Figure 1. Cell density map.
The die is cut into 12 by 12 equal tiles; black is low, pale yellow is high, 0 to 100% covered.
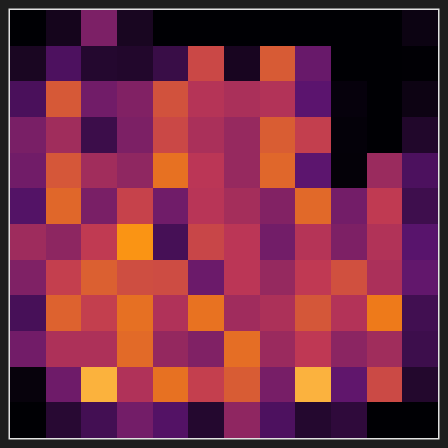
Figure 2. Drive-strength map.
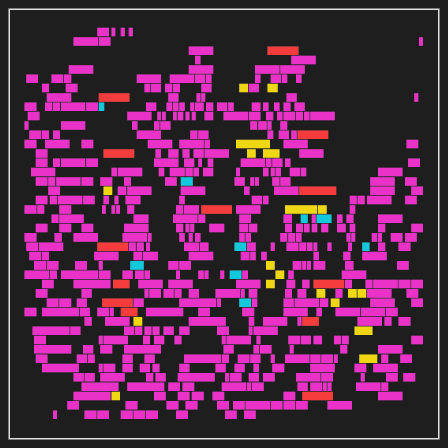
Figure 3. Sequential cells coloured by netlist name.
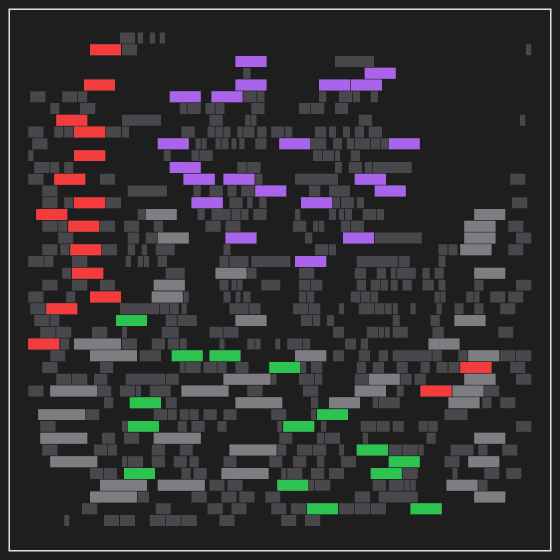
Figure 4. Placement by cell class.
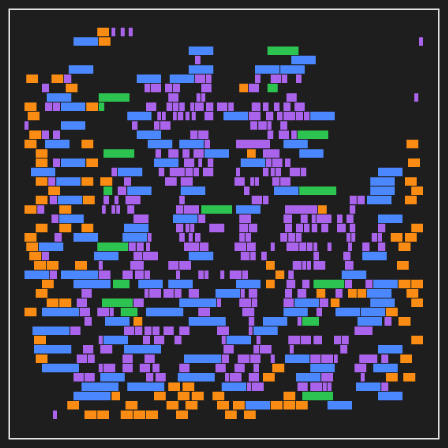
File: config.mk
export PLATFORM = sky130hd
export DESIGN_NAME = an_cl37_arbiter
export DESIGN_NICKNAME = d
export VERILOG_FILES = /design/src/rtl/an_cl37_pkg.sv /design/src/rtl/an_match_counter.sv /design/src/rtl/an_cl37_arbiter.sv
export SDC_FILE = /design/constraint.sdc
export NUM_CORES = 1
export LEC_CHECK = 0
export CAP_MARGIN = 20
export CORE_MARGIN = 4
export CORE_UTILIZATION = 31
export CTS_BUF_LIST = sky130_fd_sc_hd__clkbuf_4 sky130_fd_sc_hd__clkbuf_8 sky130_fd_sc_hd__clkbuf_16
export CTS_CLUSTER_SIZE = 30
export DETAILED_ROUTE_END_ITERATION = 12
export PLACE_DENSITY = 0.5
export SLEW_MARGIN = 20
export SYNTH_ARGS = -nofsm -noshare
export SYNTH_HDL_FRONTEND = slang
export SYNTH_SLANG_ARGS = --single-unit
File: constraint.sdc
create_clock -name clock -period 3.8 [get_ports clock]
set_clock_uncertainty 0.1 [all_clocks]
set_input_delay 1.14 -clock clock [delete_from_list [all_inputs] [get_ports clock]]
set_output_delay 1.14 -clock clock [all_outputs]
set_load 0.05 [all_outputs]
File: src/rtl/an_cl37_pkg.sv
// Shared types and constants for the Clause 37 / SGMII auto-negotiation arbiter.
package an_cl37_pkg;

    typedef enum logic [2:0] {
        AN_ENABLE      = 3'd0,
        AN_RESTART     = 3'd1,
        ABILITY_DETECT = 3'd2,
        ACK_DETECT     = 3'd3,
        COMPLETE_ACK   = 3'd4,
        IDLE_DETECT    = 3'd5,
        LINK_OK        = 3'd6
    } an_state_e;

    localparam int          ACK_BIT          = 14;
    localparam logic [15:0] ACK_MASK         = 16'h1 << ACK_BIT;
    localparam logic [15:0] CFG_MASK         = ~ACK_MASK;
    localparam logic [15:0] SGMII_TX_ABILITY = 16'h0001;

    localparam int ST_AN_COMPLETE = 0;
    localparam int ST_RX_SYNC     = 1;
    localparam int ST_LINK        = 2;
    localparam int ST_SPEED_LO    = 3;
    localparam int ST_DUPLEX      = 5;
    localparam int ST_MODE        = 6;
    localparam int ST_STATE_LO    = 8;
    localparam int ST_RCNT_LO     = 11;

    localparam logic [1:0] SPEED_10   = 2'b00;
    localparam logic [1:0] SPEED_100  = 2'b01;
    localparam logic [1:0] SPEED_1000 = 2'b10;

endpackage

File: src/rtl/an_match_counter.sv
// Consecutive-identical-word detector; a differing word reloads the run to 1.
module an_match_counter #(
    parameter int MATCH_COUNT = 3,
    parameter int W           = 16
) (
    input  logic         clock,
    input  logic         reset,
    input  logic         valid,
    input  logic [W-1:0] word,
    input  logic [W-1:0] mask,
    input  logic         clear,
    output logic         match,
    output logic [W-1:0] match_word
);
    localparam int CW = $clog2(MATCH_COUNT + 1);

    logic [CW-1:0] count;
    logic [W-1:0]  last_word;

    always_ff @(posedge clock) begin
        if (reset) begin
            count <= '0;
        end else if (clear) begin
            count <= '0;
        end else if (valid) begin
            if (count != '0 && ((word ^ last_word) & mask) == '0) begin
                if (count != CW'(MATCH_COUNT)) count <= count + 1'b1;
            end else begin
                count <= CW'(1);
            end
        end
    end

    // The word register is pure data and needs no reset: it is only observed behind match.
    always_ff @(posedge clock) begin
        if (valid) last_word <= word;
    end

    assign match      = (count == CW'(MATCH_COUNT));
    assign match_word = last_word & mask;

endmodule

File: src/rtl/an_cl37_arbiter.sv
// Clause 37 / SGMII auto-negotiation arbiter with per-mode link timers.
// Define AN_RESTART_COUNT_EN to expose a saturating restart counter on eth_status[15:11].
module an_cl37_arbiter
    import an_cl37_pkg::*;
#(
    parameter int LINK_TIMER_SGMII = 200000,
    parameter int LINK_TIMER_BASEX = 1250000,
    parameter int MATCH_COUNT      = 3,
    parameter int TIMER_W          = 21
) (
    input  logic        clock,
    input  logic        reset,
    input  logic        mode_sgmii,
    input  logic        an_enable,
    input  logic        an_restart_config,
    input  logic [15:0] local_ability,
    input  logic        rx_sync,
    input  logic        rx_cfg_valid,
    input  logic [15:0] rx_cfg_word,
    input  logic        rx_idle_valid,
    output logic        tx_cfg_en,
    output logic [15:0] tx_cfg_word,
    output logic        an_complete,
    output logic [15:0] partner_ability,
    output logic [1:0]  speed,
    output logic        duplex,
    output logic [15:0] eth_status
);
    localparam int CW = $clog2(MATCH_COUNT + 1);

    an_state_e          state_q, state_d;
    logic [TIMER_W-1:0] timer_q, timer_last;
    logic               timer_done, state_entry, take_restart;
    logic               restart_q, restart_edge, mode_q;
    logic               cfg_match, idle_match, ack_match, consistent, zero_word;
    logic [15:0]        cfg_word;
    logic [0:0]         idle_word_unused;
    logic [CW-1:0]      ack_run;
    logic [1:0]         speed_d;
    logic               duplex_d, tx_en_d;
    logic [15:0]        tx_word_d, status_d;
    logic [4:0]         rcnt_field;

    assign restart_edge = an_restart_config & ~restart_q;
    assign timer_last   = mode_q ? TIMER_W'(LINK_TIMER_SGMII - 1) : TIMER_W'(LINK_TIMER_BASEX - 1);
    assign timer_done   = (timer_q == timer_last);

    an_match_counter #(.MATCH_COUNT(MATCH_COUNT), .W(16)) u_cfg_match (
        .clock      (clock),
        .reset      (reset),
        .valid      (rx_cfg_valid),
        .word       (rx_cfg_word),
        .mask       (CFG_MASK),
        .clear      (rx_idle_valid | state_entry),
        .match      (cfg_match),
        .match_word (cfg_word)
    );

    an_match_counter #(.MATCH_COUNT(MATCH_COUNT), .W(1)) u_idle_match (
        .clock      (clock),
        .reset      (reset),
        .valid      (rx_idle_valid),
        .word       (1'b0),
        .mask       (1'b1),
        .clear      (rx_cfg_valid | state_entry),
        .match      (idle_match),
        .match_word (idle_word_unused)
    );

    // Run of consecutive words carrying the ack bit; together with cfg_match this is acknowledge match.
    always_ff @(posedge clock) begin
        if (reset || rx_idle_valid || state_entry) begin
            ack_run <= '0;
        end else if (rx_cfg_valid) begin
            if (!rx_cfg_word[ACK_BIT])             ack_run <= '0;
            else if (ack_run != CW'(MATCH_COUNT)) ack_run <= ack_run + 1'b1;
        end
    end

    assign ack_match  = cfg_match && (ack_run == CW'(MATCH_COUNT));
    assign consistent = (cfg_word == partner_ability);
    assign zero_word  = (cfg_word == '0);

    always_comb begin
        state_d      = state_q;
        take_restart = 1'b0;
        if (!an_enable || !rx_sync) begin
            state_d = AN_ENABLE;
        end else if (restart_edge) begin
            state_d      = AN_RESTART;
            take_restart = 1'b1;
        end else begin
            case (state_q)
                AN_ENABLE:      state_d = AN_RESTART;
                AN_RESTART:     if (timer_done) state_d = ABILITY_DETECT;
                ABILITY_DETECT: if (cfg_match && !zero_word) state_d = ACK_DETECT;
                ACK_DETECT: begin
                    if (ack_match)                   state_d = consistent ? COMPLETE_ACK : AN_ENABLE;
                    else if (cfg_match && zero_word) state_d = AN_ENABLE;
                end
                COMPLETE_ACK:   if (timer_done && !(cfg_match && zero_word)) state_d = IDLE_DETECT;
                IDLE_DETECT: begin
                    if (timer_done && idle_match) state_d = LINK_OK;
                    else if (cfg_match)           state_d = AN_ENABLE;
                end
                LINK_OK:        if (cfg_match) state_d = AN_ENABLE;
                default:        state_d = AN_ENABLE;
            endcase
        end
        state_entry = (state_d != state_q) || take_restart;
    end

    always_comb begin
        speed_d  = SPEED_1000;
        duplex_d = partner_ability[5];
        if (mode_q) begin
            case (partner_ability[11:10])
                2'b00:   speed_d = SPEED_10;
                2'b01:   speed_d = SPEED_100;
                default: speed_d = SPEED_1000;
            endcase
            duplex_d = partner_ability[12];
        end
    end

    always_ff @(posedge clock) begin
        if (reset) begin
            state_q         <= AN_ENABLE;
            timer_q         <= '0;
            restart_q       <= 1'b1;
            mode_q          <= 1'b0;
            partner_ability <= '0;
            speed           <= SPEED_1000;
            duplex          <= 1'b0;
        end else begin
            state_q   <= state_d;
            restart_q <= an_restart_config;
            if (state_entry)     timer_q <= '0;
            else if (!timer_done) timer_q <= timer_q + 1'b1;
            if (state_q == AN_ENABLE) mode_q <= mode_sgmii;
            if (state_q == ABILITY_DETECT && state_d == ACK_DETECT) partner_ability <= cfg_word;
            if (state_d == LINK_OK && state_q != LINK_OK) begin
                speed  <= speed_d;
                duplex <= duplex_d;
            end
        end
    end

`ifdef AN_RESTART_COUNT_EN
    logic [4:0] restart_cnt;
    logic       link_exit;

    assign link_exit = (state_q == LINK_OK) && (state_d != LINK_OK);

    always_ff @(posedge clock) begin
        if (reset)                                               restart_cnt <= '0;
        else if ((restart_edge || link_exit) && restart_cnt != 5'd31) restart_cnt <= restart_cnt + 1'b1;
    end

    assign rcnt_field = restart_cnt;
`else
    assign rcnt_field = '0;
`endif

    always_comb begin
        tx_en_d   = 1'b1;
        tx_word_d = '0;
        case (state_q)
            ABILITY_DETECT:           tx_word_d = mode_q ? SGMII_TX_ABILITY : (local_ability & CFG_MASK);
            ACK_DETECT, COMPLETE_ACK: tx_word_d = mode_q ? (SGMII_TX_ABILITY | ACK_MASK) : (local_ability | ACK_MASK);
            IDLE_DETECT, LINK_OK:     tx_en_d   = 1'b0;
            default:                  ;
        endcase

        status_d                      = '0;
        status_d[ST_AN_COMPLETE]      = (state_q == LINK_OK);
        status_d[ST_RX_SYNC]          = rx_sync;
        status_d[ST_LINK]             = mode_q ? partner_ability[15] : (state_q == LINK_OK);
        status_d[ST_SPEED_LO +: 2]    = speed;
        status_d[ST_DUPLEX]           = duplex;
        status_d[ST_MODE]             = mode_q;
        status_d[ST_STATE_LO +: 3]    = state_q;
        status_d[ST_RCNT_LO +: 5]     = rcnt_field;
    end

    // Output register stage: everything below lags state_q by one cycle.
    always_ff @(posedge clock) begin
        if (reset) begin
            tx_cfg_en   <= 1'b1;
            tx_cfg_word <= '0;
            an_complete <= 1'b0;
            eth_status  <= '0;
        end else begin
            tx_cfg_en   <= tx_en_d;
            tx_cfg_word <= tx_word_d;
            an_complete <= (state_q == LINK_OK);
            eth_status  <= status_d;
        end
    end

endmodule

==> ci_impl_report.md <==
## PnR job results

| Metric | Value |
|---|---|
| Status | completed |
| Avg Cell Area, Syn | around 10 µm² |
| Critical path required time | 3.96 ns |
| Register share of total power | 48.7% |
| Synthesized chip area reported by yosys | 4230 µm² |
| Wl on met1 | 4.74 mm |
| Final Hold Vio Count | 0 |
| Worst-margin pin slew | between 0.6 and 0.7 ns |
| Commonest cells in the netlist | dfxtp_1, nor2_1, nor3_1, xor2_1, xnor2_1 |
| Synth unique cells | roughly 50 |
| Tot Pwr | 2130 µW |
| Setup CP Type | reg -> reg |
| R2R Path Start | timer_q[0] |
| Hold Path Class | reg -> reg |
| Peak fanout along the critical path | 19 |
| Net switching power | approximately 480 µW |
| Initial antenna violation count | 0 |
| Reg2reg end | timer_q[7] |
| Top FF cell, synth | dfxtp_1 |
| Tmin final | about 3.1 ns |
| Pre-CTS setup slack | 0.523 ns |
Back to the opening pictures, Figure 1:
The emptiest ninth of the die: top right. The mean over all tiles is 34%. 14% of the tiles are nearly empty. 2.1% of the tiles are over 75% full. The fullest tile reaches 83%.
core area: 13300 µm²
fp_density: 31.8%

Back to the opening pictures, Figure 2:
Yellow marks _3 and _4 cells, cells 19, share 3.7%. Red marks _6 and larger, cells 13, share 2.5%. Cyan marks _2 cells, cells 9, share 1.8%. Magenta marks _0 and _1 cells, cells 469, share 92%.

Back to the opening pictures, Figure 3:
Green marks partner_ability, placed flops 15. Red marks tx_cfg_word, placed flops 16. Purple marks timer_q, placed flops 21.
Another 40 sequential cells are not coloured.
final design utilization: 41.6%
Seq area share: 36.0%

Back to the opening pictures, Figure 4:
Purple marks combinational and other logic, cells 306, share of their area 39%. Orange marks remaining buffers and delay cells, cells 96, share of their area 18%. Blue marks sequential cells, cells 92, share of their area 37%. Green marks clock drivers and dummy loads, cells 16, share of their area 6.0%.

Power is estimated from default activity; no workload was simulated.
